### Cell placement

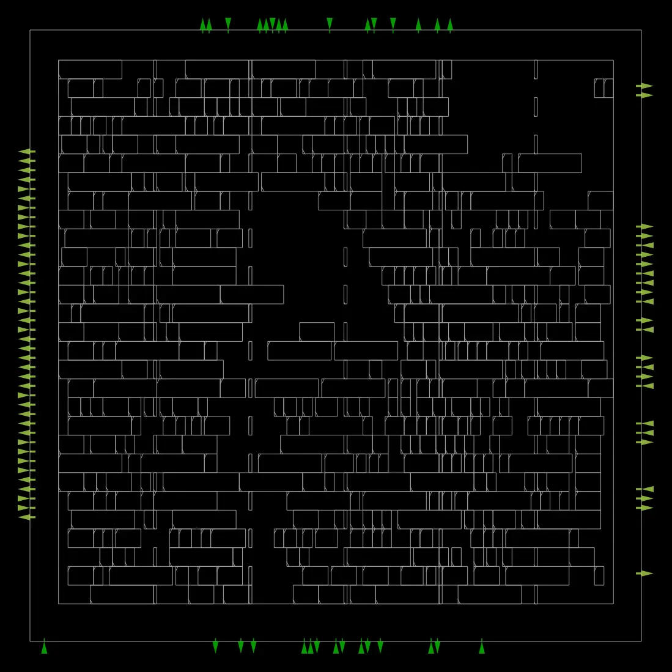
### Cell density map

Scale bar: 20 um. The die is cut into 9 by 9 equal tiles; white is low, dark blue is high, 0 to 100% covered.
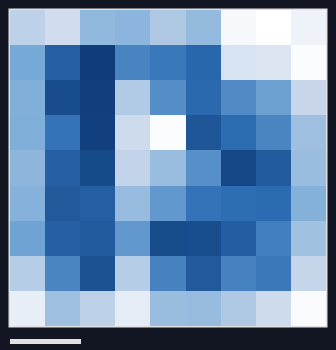
### Floorplan with the power grid

Scale bar: 20 um. Pins as bars on the die edge. Tap cells in gray.
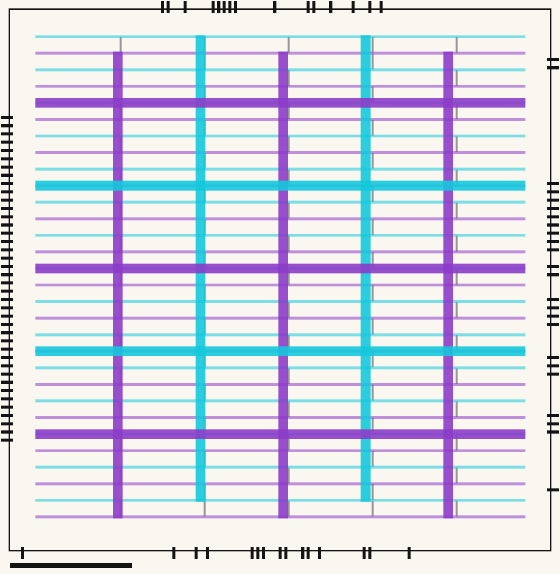
<file path="config.mk">
export PLATFORM = sky130hd
export DESIGN_NAME = jtkunio_scr_romslot_flat
export DESIGN_NICKNAME = d
export VERILOG_FILES = /design/src/rtl/jtkunio_scr_romslot_if.sv /design/src/rtl/jtkunio_scr_romslot.sv /design/src/flat_wrapper.sv
export SDC_FILE = /design/constraint.sdc
export NUM_CORES = 1
export LEC_CHECK = 0
export ABC_AREA = 1
export ABC_CLOCK_PERIOD_IN_PS = 3100
export CAP_MARGIN = 15
export CORE_MARGIN = 4
export CORE_UTILIZATION = 48
export CTS_BUF_LIST = sky130_fd_sc_hd__clkbuf_4 sky130_fd_sc_hd__clkbuf_8
export DETAILED_ROUTE_END_ITERATION = 10
export PLACE_DENSITY = 0.87
export SETUP_SLACK_MARGIN = 0.5
export SYNTH_ARGS = -nofsm -noshare
export SYNTH_HDL_FRONTEND = slang
export SYNTH_SLANG_ARGS = --single-unit
</file>
<file path="constraint.sdc">
create_clock -name clk -period 3.1 [get_ports clk]
set_clock_uncertainty 0.05 [all_clocks]
set_input_delay 0.31 -clock clk [delete_from_list [all_inputs] [get_ports clk]]
set_output_delay 0.31 -clock clk [all_outputs]
set_load 0.01 [all_outputs]
</file>
<file path="src/rtl/jtkunio_scr_romslot_if.sv">
// Scroll ROM slot bundle: tile-generator request/response and SDRAM burst handshake.
interface jtkunio_scr_romslot_if #(
  parameter int AW = 22
);
  logic          rom_cs;
  logic [16:0]   rom_addr;
  logic [31:0]   rom_data;
  logic          rom_ok;
  logic [AW-1:0] sdram_addr;
  logic          sdram_req;
  logic          sdram_ack;
  logic          sdram_dok;
  logic [15:0]   sdram_din;

  modport slave (
    input  rom_cs, rom_addr, sdram_ack, sdram_dok, sdram_din,
    output rom_data, rom_ok, sdram_addr, sdram_req
  );

  modport master (
    output rom_cs, rom_addr, sdram_ack, sdram_dok, sdram_din,
    input  rom_data, rom_ok, sdram_addr, sdram_req
  );
endinterface

</file>
<file path="src/rtl/jtkunio_scr_romslot.sv">
// Scroll tile ROM slot: caches the last 32-bit word fetched as a 2-beat SDRAM burst.
// Optional JTKUNIO_ROMSLOT_2WAY_EN keeps two entries with one-bit LRU replacement.
module jtkunio_scr_romslot #(
  parameter int            AW     = 22,
  parameter logic [AW-1:0] OFFSET = '0
) (
  input  logic                   clk,
  input  logic                   rst,
  jtkunio_scr_romslot_if.slave   bus
);
  // state | meaning
  // IDLE  | serving hits, waiting for a miss
  // REQ   | sdram_req held until arbiter ack
  // BEAT0 | waiting for low half-word
  // BEAT1 | waiting for high half-word, then fill
  typedef enum logic [1:0] {IDLE, REQ, BEAT0, BEAT1} state_t;

  state_t        state_q, state_d;
  logic [15:0]   pend_q, pend_d;
  logic [AW-1:0] addr_q, addr_d;
  logic          req_q, req_d;
  logic          start_fill, lo_we, hi_we;
  logic          hit, rom_ok_w;
  logic [15:0]   word_addr;
  logic          unused_addr_lsb;

  assign word_addr       = bus.rom_addr[16:1];
  assign unused_addr_lsb = bus.rom_addr[0];
  assign rom_ok_w        = bus.rom_cs & hit & (state_q == IDLE);
  assign bus.rom_ok      = rom_ok_w;
  assign bus.sdram_req   = req_q;
  assign bus.sdram_addr  = addr_q;

  always_ff @(posedge clk or posedge rst) begin
    if (rst) state_q <= IDLE;
    else     state_q <= state_d;
  end

  always_comb begin
    state_d = state_q;
    case (state_q)
      IDLE:    if (bus.rom_cs && !hit) state_d = REQ;
      REQ:     if (bus.sdram_ack) state_d = bus.sdram_dok ? BEAT1 : BEAT0;
      BEAT0:   if (bus.sdram_dok) state_d = BEAT1;
      BEAT1:   if (bus.sdram_dok) state_d = IDLE;
      default: state_d = IDLE;
    endcase
  end

  always_comb begin
    req_d      = req_q;
    addr_d     = addr_q;
    pend_d     = pend_q;
    start_fill = 1'b0;
    lo_we      = 1'b0;
    hi_we      = 1'b0;
    case (state_q)
      IDLE: if (bus.rom_cs && !hit) begin
        pend_d     = word_addr;
        addr_d     = OFFSET + AW'({word_addr, 1'b0});
        req_d      = 1'b1;
        start_fill = 1'b1;
      end
      REQ: if (bus.sdram_ack) begin
        req_d = 1'b0;
        lo_we = bus.sdram_dok;  // dok on the ack cycle is beat 0
      end
      BEAT0:   lo_we = bus.sdram_dok;
      BEAT1:   hi_we = bus.sdram_dok;
      default: ;
    endcase
  end

  always_ff @(posedge clk or posedge rst) begin
    if (rst) begin
      req_q  <= 1'b0;
      addr_q <= '0;
      pend_q <= '0;
    end else begin
      req_q  <= req_d;
      addr_q <= addr_d;
      pend_q <= pend_d;
    end
  end

`ifdef JTKUNIO_ROMSLOT_2WAY_EN
  logic [15:0] tag0_q, tag0_d, tag1_q, tag1_d;
  logic [31:0] data0_q, data0_d, data1_q, data1_d;
  logic        valid0_q, valid0_d, valid1_q, valid1_d;
  logic        lru_q, lru_d, way_q, way_d;
  logic        hit0, hit1;

  assign hit0         = valid0_q & (tag0_q == word_addr);
  assign hit1         = valid1_q & (tag1_q == word_addr);
  assign hit          = hit0 | hit1;
  assign bus.rom_data = hit1 ? data1_q : data0_q;

  // lru_q names the entry to replace next
  always_comb begin
    tag0_d   = tag0_q;
    tag1_d   = tag1_q;
    data0_d  = data0_q;
    data1_d  = data1_q;
    valid0_d = valid0_q;
    valid1_d = valid1_q;
    lru_d    = lru_q;
    way_d    = way_q;
    if (rom_ok_w) lru_d = hit0;
    if (start_fill) begin
      way_d = lru_q;
      if (lru_q) valid1_d = 1'b0;
      else       valid0_d = 1'b0;
    end
    if (lo_we) begin
      if (way_q) data1_d[15:0] = bus.sdram_din;
      else       data0_d[15:0] = bus.sdram_din;
    end
    if (hi_we) begin
      lru_d = ~way_q;
      if (way_q) begin
        data1_d[31:16] = bus.sdram_din;
        tag1_d         = pend_q;
        valid1_d       = 1'b1;
      end else begin
        data0_d[31:16] = bus.sdram_din;
        tag0_d         = pend_q;
        valid0_d       = 1'b1;
      end
    end
  end

  always_ff @(posedge clk or posedge rst) begin
    if (rst) begin
      tag0_q   <= '0;
      tag1_q   <= '0;
      data0_q  <= '0;
      data1_q  <= '0;
      valid0_q <= 1'b0;
      valid1_q <= 1'b0;
      lru_q    <= 1'b0;
      way_q    <= 1'b0;
    end else begin
      tag0_q   <= tag0_d;
      tag1_q   <= tag1_d;
      data0_q  <= data0_d;
      data1_q  <= data1_d;
      valid0_q <= valid0_d;
      valid1_q <= valid1_d;
      lru_q    <= lru_d;
      way_q    <= way_d;
    end
  end
`else
  logic [15:0] tag_q, tag_d;
  logic [31:0] data_q, data_d;
  logic        valid_q, valid_d;

  assign hit          = valid_q & (tag_q == word_addr);
  assign bus.rom_data = data_q;

  // valid drops at burst start so partial data never hits
  always_comb begin
    tag_d   = tag_q;
    data_d  = data_q;
    valid_d = valid_q;
    if (start_fill) valid_d = 1'b0;
    if (lo_we) data_d[15:0] = bus.sdram_din;
    if (hi_we) begin
      data_d[31:16] = bus.sdram_din;
      tag_d         = pend_q;
      valid_d       = 1'b1;
    end
  end

  always_ff @(posedge clk or posedge rst) begin
    if (rst) begin
      tag_q   <= '0;
      data_q  <= '0;
      valid_q <= 1'b0;
    end else begin
      tag_q   <= tag_d;
      data_q  <= data_d;
      valid_q <= valid_d;
    end
  end
`endif
endmodule
</file>
<file path="src/flat_wrapper.sv">
// flat-port wrapper written by rule: the top's interface ports become plain ports
module jtkunio_scr_romslot_flat 
#(
  parameter int            AW     = 22,
  parameter logic [AW-1:0] OFFSET = '0
)
  (clk, rst, bus_rom_cs, bus_rom_addr, bus_sdram_ack, bus_sdram_dok, bus_sdram_din, bus_rom_data, bus_rom_ok, bus_sdram_addr, bus_sdram_req);
  jtkunio_scr_romslot_if #(.AW(AW)) bus_i ();
  input  logic clk;
  input  logic rst;
  input wire logic [$bits(bus_i.rom_cs)-1:0] bus_rom_cs;
  input wire logic [$bits(bus_i.rom_addr)-1:0] bus_rom_addr;
  input wire logic [$bits(bus_i.sdram_ack)-1:0] bus_sdram_ack;
  input wire logic [$bits(bus_i.sdram_dok)-1:0] bus_sdram_dok;
  input wire logic [$bits(bus_i.sdram_din)-1:0] bus_sdram_din;
  output wire logic [$bits(bus_i.rom_data)-1:0] bus_rom_data;
  output wire logic [$bits(bus_i.rom_ok)-1:0] bus_rom_ok;
  output wire logic [$bits(bus_i.sdram_addr)-1:0] bus_sdram_addr;
  output wire logic [$bits(bus_i.sdram_req)-1:0] bus_sdram_req;
  assign bus_i.rom_cs = bus_rom_cs;
  assign bus_i.rom_addr = bus_rom_addr;
  assign bus_i.sdram_ack = bus_sdram_ack;
  assign bus_i.sdram_dok = bus_sdram_dok;
  assign bus_i.sdram_din = bus_sdram_din;
  assign bus_rom_data = bus_i.rom_data;
  assign bus_rom_ok = bus_i.rom_ok;
  assign bus_sdram_addr = bus_i.sdram_addr;
  assign bus_sdram_req = bus_i.sdram_req;
  jtkunio_scr_romslot #(.AW(AW), .OFFSET(OFFSET)) u_core (.clk(clk), .rst(rst), .bus(bus_i));
endmodule
</file>
==> flow_metrics.py <==
# Synthesis and PnR figures
metrics = {
    "setup_path": {
        "r2r_setup_slack_ns": 1.23,
        "worstSetupStartpointType": "primary input",
        "cp_num_cells": 10,
        "cpMostUsedCell": "nand2_1",
        "path_max_fanout": 2,
        "max_stage_delay_ns": 0.50,
        "startpoint": "bus_rom_addr[14]",
        "required_ns": 2.74,
        "r2r-start": "u_core.state_q[0]$_DFFE_PP0P_",
        "reg2regPathDepth": 4,
        "arrival_ns": 1.99,
        "worst-setup-path-type": "in2out",
        "timing.rr.end": "u_core.bus.rom_data[30]$_DFFE_PP0P_",
        "endpoint": "bus_rom_ok",
        "path_delay_family": "buffers and inverters",
        "path_cells": "clkdlybuf4s50_1 > inv_1 > nand2_1 > o21ai_0 > a211oi_1 > nand2_1 > nor3_1 > nand2_1 > nor2_1 > dlygate4sd2_1",
        "path_buffers": 3,
        "critPathCaptureType": "output port",
        "slowest_stage": "clkdlybuf4s50_1",
    },
    "final_timing": {
        "fmax_mhz": 426,
        "timing.hold.ws_ns": 0.437,
        "max_slew_margin_pct": 43.3,
        "rsz0062_at_grt": "false",
        "finalSetupViolations": 0,
        "tns_ns": 0,
        "hold_viol_final": 0,
        "period_used_pct": 75.7,
        "layout_min_cycle_time_ns": 2.35,
        "setup_ws_ns": 0.755,
        "finalMaxSlewViolations": 0,
        "tightestPinTransition_ns": 0.851,
    },
    "worst_hold_path": {
        "min_to": "u_core.bus.rom_data[14]$_DFFE_PP0P_",
        "hp-class": "reg2reg",
        "hold_path.startpoint": "u_core.bus.rom_data[14]$_DFFE_PP0P_",
        "min_path_cells": 2,
    },
    "clock_network": {
        "cts_post_setup_buffers_inserted": 0,
        "clkLatencyLatePin_ns": 0.35,
        "clkSinkCount": 68,
        "cts_made_buffers": 9,
        "hold_buffers": 0,
        "tritoncts": "yes",
        "cts-root-buf": "clkbuf_8",
        "path_clk_slew_ns": 0.07,
        "htreeDepth": 3,
        "cts_resized": 1,
        "cts.path.max_buffers": 2,
    },
    "drt": {
        "detailedRoute.firstPassIterationCount": 5,
        "drc": 0,
        "dr.max_layer_used": "met4",
        "wl_um": 7320,
        "wl_met2_um": 3400,
        "ant_nets": 0,
        "dr_wl_met3_um": 668,
        "drt-initial-drc-count": 167,
        "vias": 2654,
        "drt-met1-wl_um": 3100,
        "vias_per_cell": 4.96,
        "avgRoutedWirePerCell_um": 13.7,
    },
    "layout": {
        "final_layout_top_logic_cells": "100 x nand2_1, 85 x clkdlybuf4s50_1, 68 x dfrtp_1, 49 x inv_1, 41 x o21ai_0",
        "mostFrequentLayoutCell": "nand2_1",
        "nets": 495,
        "fin_util_pct": 66.8,
        "drive_gt1_share_pct": 8.08,
        "design_area_um2": 4240,
        "nFillCells": 495,
        "area_delta_synth_final_pct": 35.6,
        "diodes": 0,
    },
    "grt": {
        "met3_usage_pct": 6.80,
        "grt-ovfl-total": 0,
        "top_usage_layer": "met2",
        "grt_pass1_vias": 2671,
        "use_met2_pct": 31.7,
        "antenna_found_initial": 0,
        "grt_pass1_wl_um": 12000,
        "met1_usage_pct": 24.0,
        "grt_use_total_pct": 19.8,
        "grt_max_degree": 69,
    },
    "synthesis": {
        "ys_types": 32,
        "avgSynthCellArea_um2": 8.54,
        "yosysSeqAreaShare_pct": 54.4,
        "ys_warn_count": 0,
        "synth_area_um2": 3130,
        "ys_ff": 68,
        "yosysCellCount": 366,
        "yosysChipArea_um2": 3130,
        "syn-instance-count": 366,
    },
    "placement": {
        "placed_cell_area_um2": 4000,
        "dp.cells": 519,
        "finalWeightedCongestion": 0.900,
        "port-buffer-count": 86,
        "post-place-ws_ns": 0.512,
        "post-dp-hpwl_um": 5260,
    },
    "power_and_ir_drop": {
        "power_density_nw_per_um2": 996,
        "p_total_mw": 4.22,
        "leakage_nw": 2.12,
    },
    "job": {
        "warnings": 30,
        "maxCapViolations": 0,
    },
    "status": {
        "outcome": "complete, no violations",
    },
    "floorplanning": {
        "dieArea_um2": 7870,
        "ios": 94,
    },
}
About 'Cell placement':
Rows: 29
FFs & Latches: 68
fin cells: 535

About 'Cell density map':
mean over tiles: 53%
emptiest ninth of the die: upper right
densest ninth of the die: middle left
tiles over 75% full: 30%
Placeable Area: 6350 um^2
FP Util: 49.2%

About 'Floorplan with the power grid':
legend:
  purple:
    net: VSS
  cyan:
    net: VDD
rows: 29
met1 rails: 30
signal pins: 94
met4 straps: 5
die width: 88.7 um
Die H: 88.7 um
peak supply drop: 0.678 mV

state kept, by name, summed over array words and instances, names as in the netlist:
register              cells
u_core.state_q            2
u_core.tag_q             16
u_core.valid_q            1
u_core.bus.rom_data      32
u_core.bus.sdram_req      1
u_core.pend_q            16
tightest hold or removal path, cell delays in order (launching register included):
cell	delay [ns]
dfrtp_1	0.35
nand2_1	0.05
o21ai_0	0.06
cells in the mapped netlist (all sizes together):
cell type    n  share of area [%]
nand2      102                 12
xnor2        3               0.84
or2          1               0.20
nand4        4               0.80
nand3b       1               0.24
clkbuf       6               0.72
a21boi       1               0.24
o211ai       1               0.24
ha           4                1.6
nor3b        2               0.48
o21ai       50                9.0
nor2        32                3.9
mux2         3                1.1
a21oi       14                2.2
dfrtp       68                 54
a211oi       1               0.24
nand3        6                1.1
inv         52                6.2
buf         12                3.4
nor3         1               0.16
conb         1               0.12
nor4         1               0.20
report_power, final:
part           total (mW)  switching, mW  internal [mW]  leakage [nW]
logic                1.76          0.881          0.877          1.17
clock network       0.894          0.349          0.545         0.120
registers            1.57          0.268           1.30         0.830
total                4.22           1.50           2.73          2.12
logic make-up after synthesis:
kind of cell | share of synthesized area, %
AOI/OAI and AO/OA | 11.9
xor gates and xnor gates | 0.841
adders and majority gates | 1.60
buffers and inverters | 10.4
DFF | 54.4
muxes | 1.08
other | 0.120
and+or+nand+nor | 19.6
final cells by class:
type,count,area [um^2],area share [%]
Timing Repair Buffer,89,882,20.8
Clock buffer,10,131,3.10
Tap cell,77,96.3,2.27
Multi-Input combinational cell,233,1120,26.4
Inverter,52,195,4.60
Sequential cell,68,1700,40.1
Clock inverter,6,111,2.63
Power is estimated from default activity; no workload was simulated.
